<file path="src/rtl/sw_pkg.sv">
// Shared types and constants for the mm:ss stopwatch controller.
package sw_pkg;

  typedef enum logic [1:0] {
    StIdle,
    StRun,
    StPause,
    StDone
  } sw_state_e;

  localparam int unsigned LimUnits = 9;
  localparam int unsigned LimTens  = 5;

  // Terminal displays and the values one tick before them.
  localparam logic [15:0] DigMax      = 16'h5959;
  localparam logic [15:0] DigMin      = 16'h0000;
  localparam logic [15:0] DigUpLast   = 16'h5958;
  localparam logic [15:0] DigDownLast = 16'h0001;

endpackage

</file>
<file path="src/rtl/stopwatch_digit.sv">
// One BCD digit counting modulo LIM+1 in either direction, with saturating load.
module stopwatch_digit
  import sw_pkg::*;
#(
  parameter int unsigned LIM = LimUnits
) (
  input  logic       clk,
  input  logic       rst_n,
  input  logic       en,
  input  logic       dir,
  input  logic       load,
  input  logic [3:0] load_val,
  input  logic       clr,
  output logic [3:0] val,
  output logic       co
);

  localparam logic [3:0] Lim = 4'(LIM);

  // Carry (up) or borrow (down) into the next digit when this one wraps.
  always_comb begin
    co = en && (dir ? (val == Lim) : (val == 4'd0));
  end

  always_ff @(posedge clk or negedge rst_n) begin
    if (!rst_n) begin
      val <= 4'd0;
    end else if (clr) begin
      val <= 4'd0;
    end else if (load) begin
      val <= (load_val > Lim) ? Lim : load_val;
    end else if (en) begin
      if (dir) begin
        val <= (val == Lim) ? 4'd0 : val + 4'd1;
      end else begin
        val <= (val == 4'd0) ? Lim : val - 4'd1;
      end
    end
  end

endmodule

</file>
<file path="src/rtl/stopwatch_ctrl.sv">
// Up/down mm:ss stopwatch: prescaler, command FSM and a four-digit BCD chain.
module stopwatch_ctrl
  import sw_pkg::*;
#(
  parameter int unsigned DIV = 50_000_000
) (
  input  logic        CLK,
  input  logic        nRST,
  input  logic        Start,
  input  logic        Stop,
  input  logic        Clr,
  input  logic        Load,
  input  logic        M,
  input  logic [15:0] Pre,
  output logic [15:0] Dig,
  output logic        Running,
  output logic        Done
);

  localparam int unsigned   CntW   = $clog2(DIV);
  localparam logic [CntW-1:0] CntMax = CntW'(DIV - 1);

  sw_state_e       state_q;
  logic [CntW-1:0] cnt_q;
  logic            dir_q;
  logic            running_q;
  logic            done_q;

  logic            load_ok;
  logic            start_ok;
  logic            stop_ok;
  logic            tick;
  logic            count_en;
  logic            start_at_term;
  logic            tick_at_term;
  logic [3:0]      en;
  logic [3:0]      co;
  logic            unused_wrap;

  // Commands never collide across states except Load/Start and Clr/anything.
  always_comb begin
    load_ok       = Load && !Clr && (state_q != StRun);
    start_ok      = Start && !Clr && !Load && ((state_q == StIdle) || (state_q == StPause));
    stop_ok       = Stop && !Clr && (state_q == StRun);
    tick          = (state_q == StRun) && (cnt_q == CntMax);
    count_en      = tick && !Clr && !Stop;
    start_at_term = M ? (Dig == DigMax) : (Dig == DigMin);
    tick_at_term  = dir_q ? (Dig == DigUpLast) : (Dig == DigDownLast);
  end

  always_comb begin
    en[0] = count_en;
    en[1] = co[0];
    en[2] = co[1];
    en[3] = co[2];
  end

  assign unused_wrap = co[3];

  for (genvar i = 0; i < 4; i++) begin : g_digit
    // Even positions are units (0..9), odd positions are tens (0..5).
    localparam int unsigned DigLim = (i % 2 == 0) ? LimUnits : LimTens;

    stopwatch_digit #(
      .LIM(DigLim)
    ) u_digit (
      .clk     (CLK),
      .rst_n   (nRST),
      .en      (en[i]),
      .dir     (dir_q),
      .load    (load_ok),
      .load_val(Pre[4*i +: 4]),
      .clr     (Clr),
      .val     (Dig[4*i +: 4]),
      .co      (co[i])
    );
  end

  always_ff @(posedge CLK or negedge nRST) begin
    if (!nRST) begin
      state_q   <= StIdle;
      cnt_q     <= '0;
      dir_q     <= 1'b1;
      running_q <= 1'b0;
      done_q    <= 1'b0;
    end else begin
      done_q <= 1'b0;
      if (Clr || load_ok) begin
        state_q   <= StIdle;
        cnt_q     <= '0;
        running_q <= 1'b0;
      end else if (stop_ok) begin
        // Stop beats a coincident tick: prescaler and digits both hold.
        state_q   <= StPause;
        running_q <= 1'b0;
      end else if (start_ok) begin
        dir_q <= M;
        if (start_at_term) begin
          state_q   <= StDone;
          cnt_q     <= '0;
          running_q <= 1'b0;
          done_q    <= 1'b1;
        end else begin
          state_q   <= StRun;
          running_q <= 1'b1;
        end
      end else if (state_q == StRun) begin
        if (tick) begin
          cnt_q <= '0;
          if (tick_at_term) begin
            state_q   <= StDone;
            running_q <= 1'b0;
            done_q    <= 1'b1;
          end
        end else begin
          cnt_q <= cnt_q + 1'b1;
        end
      end
    end
  end

  assign Running = running_q;
  assign Done    = done_q;

endmodule

</file>
<file path="config.mk">
export PLATFORM = sky130hd
export DESIGN_NAME = stopwatch_ctrl
export DESIGN_NICKNAME = d
export VERILOG_FILES = /design/src/rtl/sw_pkg.sv /design/src/rtl/stopwatch_digit.sv /design/src/rtl/stopwatch_ctrl.sv
export SDC_FILE = /design/constraint.sdc
export NUM_CORES = 1
export LEC_CHECK = 0
export CAP_MARGIN = 20
export CORE_ASPECT_RATIO = 0.75
export CORE_MARGIN = 3
export CORE_UTILIZATION = 35
export CTS_BUF_LIST = sky130_fd_sc_hd__clkbuf_8
export CTS_CLUSTER_DIAMETER = 40
export DETAILED_ROUTE_END_ITERATION = 8
export MAX_ROUTING_LAYER = met4
export SYNTH_ARGS = -nofsm -noshare
export SYNTH_HDL_FRONTEND = slang
export SYNTH_SLANG_ARGS = --single-unit
</file>
<file path="constraint.sdc">
create_clock -name CLK -period 2.65 [get_ports CLK]
set_input_delay 0.53 -clock CLK [delete_from_list [all_inputs] [get_ports CLK]]
set_output_delay 0.53 -clock CLK [all_outputs]
set_load 0.02 [all_outputs]
</file>
Wiring by layer:
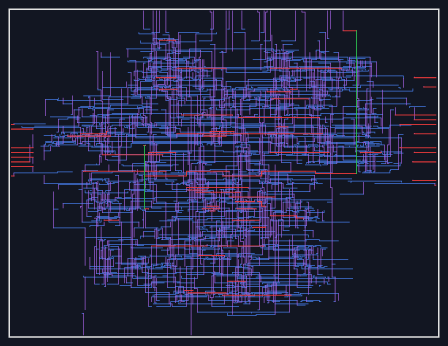
Key: green = met4 [wire length 59.8 µm]; blue = met1 [wire length 5700 µm]; red = met3 [wire length 619 µm]; purple = met2 [wire length 4300 µm]
detailed-route via count: 3581
WL per Instance: 17.63 µm
gr usage total: 0.1851
Total Routed Length: 10680 µm

Pin map:
Pins as bars across the die edge, other pins in gray.
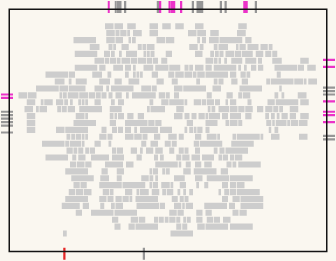
Key: red = nRST [pins 1, direction input, edge south]; magenta = Dig [pins 16, direction output, edge 8 north, 6 east, 2 west]
All pins by edge: 20 north, 11 east, 8 west, 2 south.
Port Buffer Count: 40
Die H: 94.80 µm
die x size: 124.4 µm

==> out/qor.yml <==
outcome:
  status: "complete, no violations"
sta:
  setup_viol: 0
  maxSlewViolCount: 0
  fin_crit_ns: 2.521
final_layout:
  seq_area_frac: 0.2615
  final_cell_mix: "dfrtp_1 (46), clkdlybuf4s50_1 (39), buf_4 (35)"
  antenna_cells: 0
  largest-register: "cnt_q"
  comb_area_share: 0.5086
power_and_ir_drop:
  p_sw_frac: 0.3550
  pg_seq_w: 0.000835
worst_setup_path:
  cp-endpoint: "g_digit[2].u_digit.val[2]$_DFFE_PN0P_"
  crit_family: "simple AND/OR/NAND/NOR gates"
  cp_data_required_time_ns: 2.84
  cp_max_fo: 5
cts:
  htreeDepth: 2
  cts_setup_buffers: 0
logic_synthesis:
  yosys-stat-cells: 414
  synth.cellmix.simpleShare: 0.2642
  yosys-stat-area_um2: 3680
floorplan:
  rows: 31
  tap_cells: 132
drt:
  dr.pass1.iters: 6
  dr.first_iter.drc_count: 307
  ant_nets: 0
  met2_wirelength_um: 4302
grt:
  antenna_found_initial: 0
